==> config.mk <==
export PLATFORM = sky130hd
export DESIGN_NAME = dmem_port_scheduler
export DESIGN_NICKNAME = d
export VERILOG_FILES = /design/src/rtl/dmem_sched_pkg.sv /design/src/rtl/dmem_conflict_detect.sv /design/src/rtl/dmem_port_scheduler.sv
export SDC_FILE = /design/constraint.sdc
export NUM_CORES = 1
export LEC_CHECK = 0
export CORE_AREA = 2 2 142 75
export CTS_CLUSTER_DIAMETER = 150
export DETAILED_ROUTE_END_ITERATION = 16
export DIE_AREA = 0 0 144 77
export PLACE_DENSITY = 0.8
export SLEW_MARGIN = 25
export SYNTH_ARGS = -nofsm -noshare
export SYNTH_HDL_FRONTEND = slang
export SYNTH_SLANG_ARGS = --single-unit
==> constraint.sdc <==
create_clock -name clock -period 6.7 [get_ports clock]
set_input_delay 1.34 -clock clock [delete_from_list [all_inputs] [get_ports clock]]
set_output_delay 1.34 -clock clock [all_outputs]
set_load 0.005 [all_outputs]
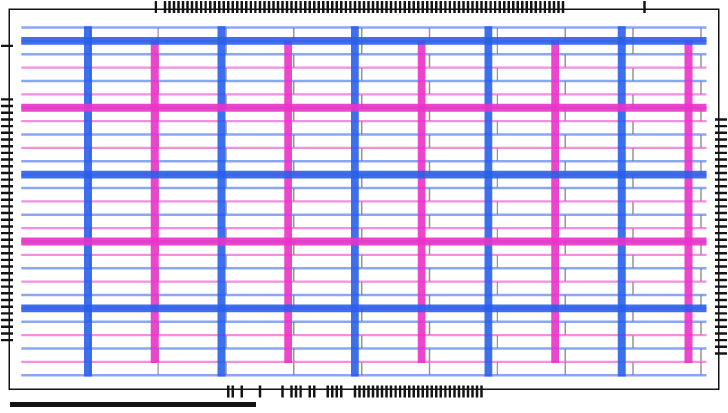
run_1/power_grid.png
Scale bar: 50 um. Pins as bars on the die edge. Tap cells in gray.
Key: blue = VSS; magenta = VDD
27 met1 rails follow the rows. 208 signal pins sit on the boundary.
die height: 77 um
peak supply drop: 122 uV
Die Width: 144 um

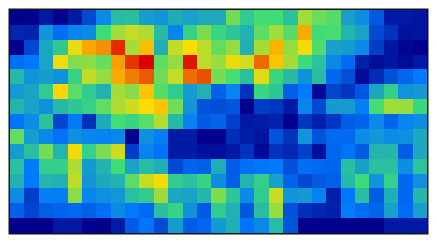
run_1/metal_density.png
29 x 15 tiles, from dark blue (low) to red (high), scaled to the fullest tile. Values are wire area over tile area, all layers added.
The mean over all tiles is 0.18. The fullest tile reaches 0.53. The densest ninth of the die: north. 22% of the tiles are over half the peak. 5.1% of the tiles are nearly empty.
Routed WL: 12500 um
Global Route Usage Sum: 22.7%

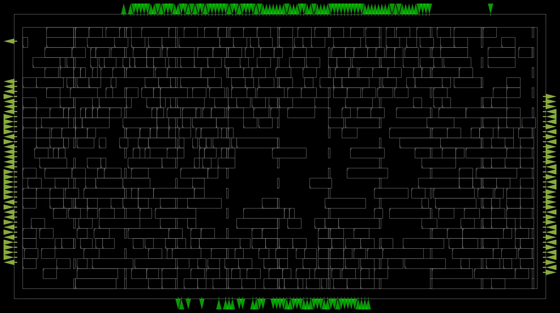
run_1/placement.png
FF+latch count: 70
Finished Core Util: 62.2%
Fill cells: 807
Non-Filler Instances: 681
Well-Tap Cells: 140

==> results.cfg, run 1 <==
; generated from flow reports
[power_and_ir_drop]
p_per_area_mw_per_mm2 = 176
p_sw_share_pct = 21.9
p_sw_mw = 0.237
comb-power_mw = 0.146
maxPowerGroup = the clock network
leakagePower_nw = 2.23
clkPwrFrac_pct = 44.9
power.share.combinational_pct = 13.5
pwr-share-seq_pct = 41.6
pg_seq_mw = 0.449
powerClk_mw = 0.485

[synthesis]
logic_family = simple AND/OR/NAND/NOR gates
synthDistinctLibCells = 37
mux_area_share_pct = 14.7
top_area_cell = edfxtp_1
compound_area_share_pct = 11.9
area_leaders = edfxtp_1 26%, dfxtp_1 20%, mux2_2 14%
synthArstFlopShare_pct = 0
yosys_cells = 344
yosysTopAreaCellShare_pct = 26.4
synthCells = 344
ys_seq_share_pct = 46.2
edf_count = 33
ys_area_sq_mm = 0.00375
ys_dominant_reg_cell = dfxtp_1
avgSynthCellArea_sq_um = 10.9
ys_sh_simple_pct = 17.0
top_cells_by_count = 48 x mux2_2, 37 x dfxtp_1, 33 x edfxtp_1, 27 x and2_1, 21 x nand2_1
xor_area_share_pct = 3.74
top_cell = mux2_2

[finish]
clk_share_pct = 5.00
regArea_sq_mm = 0.00173
drive_above_1_share_pct = 15.2
dominant_cells = non-clock buffers
n_all_inverters = 6
lay_top_cells = 200 x clkdlybuf4s50_1, 48 x mux2_2, 37 x dfxtp_1, 33 x edfxtp_1, 27 x and2_1
largest_reg_flops = 33
antenna_cells = 0
nNetsFinal = 641
sh_seq_area_pct = 28.3
combAreaFraction_pct = 30.1
nMultiInputCombCells = 243
area_share_nonclk_buffers_pct = 33.4
n_all_buffers = 206
clkbuf_count = 10
layout_top_cell = clkdlybuf4s50_1

[timing]
finalSetupViolCount = 0
hold_viol_final = 0
tns_ps = 0
finalCriticalPeriod_ps = 5760
worst_hold_slack_ps = 559
finalClockPeriodUsage_pct = 85.9
slew_viol_final = 0
clock.fmax_mhz = 174
clock_skew_ps = 3.33
rsz0062_at_grt = no
worstMarginPinSlew_ps = 847
slew_headroom_pct = 43.3

[clocking]
htree_levels = 3
cts_max_path_buffers = 2
path_clk_slew_ps = 50
cts_root_buffer = clkbuf_16
hold_buffers = 0
cts-resized-gates = 0
clk_latency_ps = 330
clkSinkCount = 70
post_cts_buffers = 0
cts_buffers = 9

[min_path]
hold_path.class = reg -> reg
whs_path_depth = 1

[route]
vias = 3364
drt-wirelength-per-cell_um = 18.3
ant_nets = 0
met2_length_um = 5070
drc_errors = 0
met1_length_um = 6220
wl_met3_um = 1060
viasPerCell = 4.94
drtIter0Drc = 233
first_pass_iters = 5

[grt]
grt_max_degree = 38
grt_pass1_vias = 3301
grt-ovfl-total = 0
antenna_found_initial = 0
grt_pass1_wl_um = 19000

[critical_path]
slowest_delay_ps = 740
cp.required_ps = 5360
cp_cell_sequence = clkdlybuf4s50_1, buf_4, nor2b_1, nand4_2, nor2_1, o31a_1, clkdlybuf4s50_1
crit_arrival_ps = 4420
r2r_cells = 6
reg2reg_slack_ps = 4350
critPathKind = in -> out
path_max_fanout = 35
crit_buf_inv = 3
crit_family = simple AND/OR/NAND/NOR gates
path_depth = 7
endpoint_kind = output port
critPathLaunchType = input pin
critPathSlowestCell = nor2_1
path_common_cell = clkdlybuf4s50_1

[outcome]
status = completed

[place]
place_inst = 665
hpwl_um = 9600
numPortBuffers = 200
gp_congestion = 0.884

[floorplan]
core_area_sq_mm = 0.00986
pin_count = 208
fp_util_pct = 38.0
floorplan.rows = 26

[run]
cap_violations = 0
warnings = 28
## run 1: per-layer routing
layer / up-vias / GRT usage (%)
li1: 1617 / -
met1: 1586 / 34.2
met2: 148 / 31.0
met4: 0 / 4.80
met5: - / 0
met3: 13 / 7.87
## run 1: per-stage QoR
| stage | area [sq um] | total power, mW | worst slack, ps | util, % |
|---|---|---|---|---|
| floorplan | 3770 | 0.513 | 1490 | - |
| global placement | 5820 | 0.599 | 1140 | 59.0 |
| detailed placement | 5820 | 0.600 | 947 | 59.0 |
| CTS | 6130 | 1.09 | 921 | 62.1 |
| global route | 6130 | 1.12 | 635 | 62.2 |
| finish | 6130 | 1.08 | 942 | 62.2 |
run_1/placement_by_type.png
Fill, decap, tap and diode cells in gray.
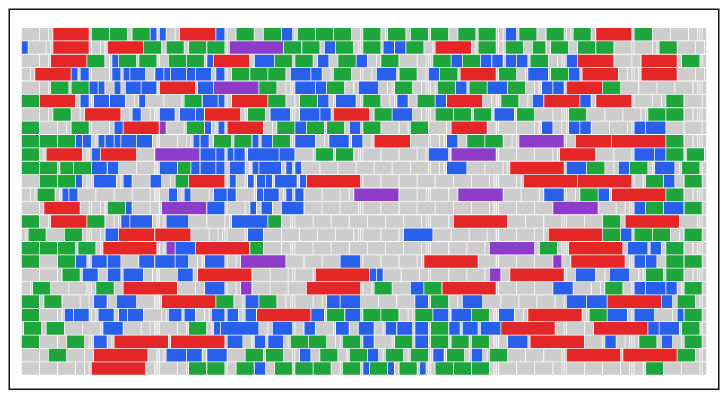

## Run 2: what changed since run 1
- CORE_AREA: 2 2 142 75 -> 2 2 102 104
- DIE_AREA: 0 0 144 77 -> 0 0 104 106
- PLACE_DENSITY: 0.8 -> 0.79
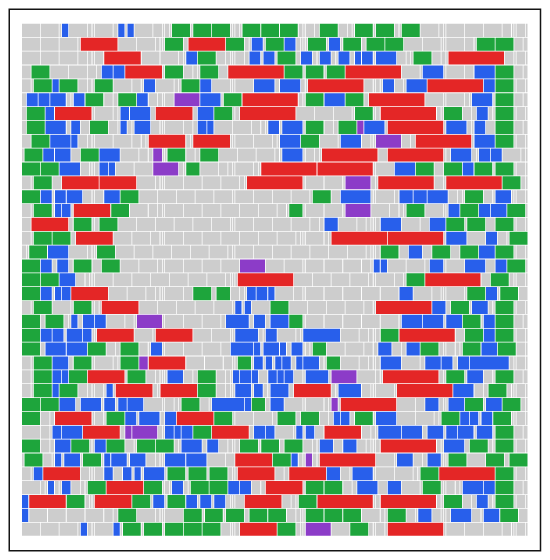
run_2/placement_by_type.png
Fill, decap, tap and diode cells in gray.
Key: red = sequential cells [cells 70, share of their area 30%]; purple = clock drivers and dummy loads [cells 16, share of their area 2.8%]; green = remaining buffers and delay cells [cells 208, share of their area 35%]; blue = combinational and other logic [cells 249, share of their area 32%]
core area: 0.0100 sq mm
Rows: 37
fin area: 0.00599 sq mm
Finished Core Util: 59.9%
flop share of the area: 28.9%

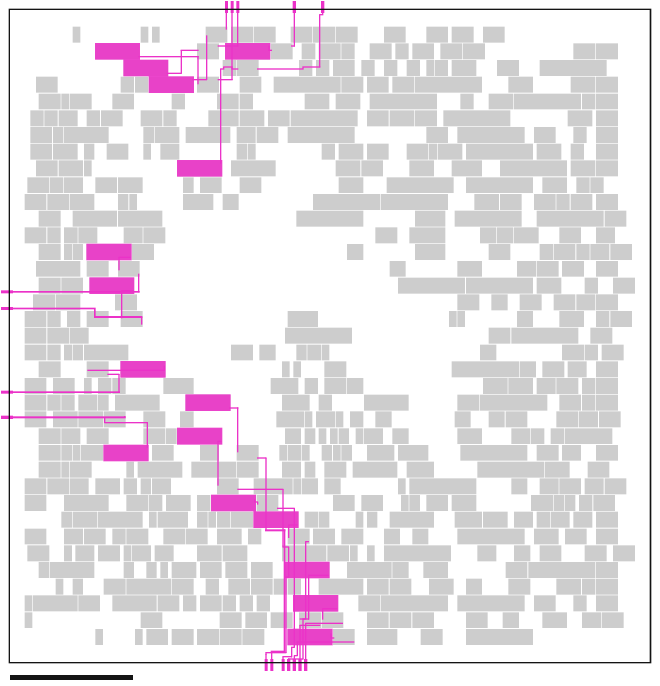
run_2/io_fan.png
Scale bar: 20 um.
Key: magenta = rsp0_rdata [bits 16, direction output, end cells 16, buffers 16, wire 427 um]
Port Buf Inserts: 200
IO Pins: 208

==> results.cfg, run 2 <==
; generated from flow reports
[grt]
grt_pass1_vias = 3508
grt_max_degree = 38
grt_util_met2_pct = 35.4
track_usage_pct = 20.5
antenna_found_initial = 0
grt_pass1_wl_um = 17700
top_usage_layer = met2
met3_usage_pct = 7.54

[critical_path]
critPathLaunchType = input pin
critPathKind = in -> out
critPathSlowestCell = a211oi_4
endpoint_kind = output port
crit_family = AND-OR/OR-AND gates
crit_arrival_ps = 4420
slowest_delay_ps = 780
path_max_fanout = 18
crit_buf_inv = 2
cp.required_ps = 5360
path_depth = 7
reg2reg_slack_ps = 4210

[timing]
rsz0062_at_grt = no
worstMarginPinSlew_ps = 842
slew_headroom_pct = 43.7
tns_ps = 0
finalCriticalPeriod_ps = 5760
finalSetupViolCount = 0
slew_viol_final = 0
worst_hold_slack_ps = 568
setup_slack_ps = 942
clock.fmax_mhz = 174
finalClockPeriodUsage_pct = 85.9

[place]
dp_slack_ps = 879
place_inst = 663
place_area_sq_mm = 0.00583
gp_congestion = 0.885
hpwl_um = 8620

[route]
first_pass_iters = 4
wl_met3_um = 1000
viasPerCell = 4.90
met2_length_um = 5550
drc_errors = 0
ant_nets = 0
drtIter0Drc = 95
postRouteWirelength_um = 11400
drt-wirelength-per-cell_um = 16.8
vias = 3325
met1_length_um = 4610

[min_path]
whs_path_depth = 1
hold_path.class = reg -> reg

[floorplan]
die_h_um = 106
die-width_um = 104

[finish]
instances_no_fill = 679
largest_reg_flops = 33
lay_top_cells = 200 x clkdlybuf4s50_1, 48 x mux2_2, 37 x dfxtp_1, 33 x edfxtp_1, 27 x and2_1
drive_above_1_share_pct = 14.7
antenna_cells = 0

[clocking]
path_clk_slew_ps = 70
cts_max_path_buffers = 2
post_cts_buffers = 0
hold_buffers = 0
cts-resized-gates = 0
cts_root_buffer = clkbuf_8
htree_levels = 3

[power_and_ir_drop]
p_int_mw = 0.679
p_per_area_mw_per_mm2 = 147
powerClk_mw = 0.296
power.share.combinational_pct = 15.5
comb-power_mw = 0.136
leakagePower_nw = 2.17
finalPower_mw = 0.881
clkPwrFrac_pct = 33.6
pg_seq_mw = 0.448
p_sw_share_pct = 22.9
p_sw_mw = 0.202
pwr-share-seq_pct = 50.9

[synthesis]
top_cells_by_count = 48 x mux2_2, 37 x dfxtp_1, 33 x edfxtp_1, 27 x and2_1, 21 x nand2_1
ys_dominant_reg_cell = dfxtp_1
avgSynthCellArea_sq_um = 10.9
yosysTopAreaCellShare_pct = 26.4
edf_count = 33
synthDistinctLibCells = 37
top_cell = mux2_2
yosys_cells = 344
synthArstFlopShare_pct = 0
yosysWarnings = 0
ys_seq_share_pct = 46.2
area_leaders = edfxtp_1 26%, dfxtp_1 20%, mux2_2 14%

[outcome]
status = completed

[run]
warnings = 28
run 2: kinds of logic (layout without fill, tap and decap cells):
logic type / Yosys count / count (layout) / share of synthesized area [%]
and+or+nand+nor: 109 / 109 / 17.0
DFF: 70 / 70 / 46.2
AOI/OAI and AO/OA: 59 / 59 / 11.9
muxes: 49 / 49 / 14.7
buffers and inverters: 37 / 230 / 5.37
xor gates and xnor gates: 16 / 16 / 3.74
adders and majority gates: 3 / 3 / 1.00
other: 1 / 7 / 0.100
run 2: layout make-up:
type | instances | area (sq um)
timing repair buffer | 208 | 2060
clock inverter | 2 | 10.0
multi-input combinational | 243 | 1840
clock buffer | 14 | 153
fill | 878 | 4010
sequential | 70 | 1730
inverter | 6 | 22.5
tap | 136 | 170
Power and IR drop assume default switching activity.
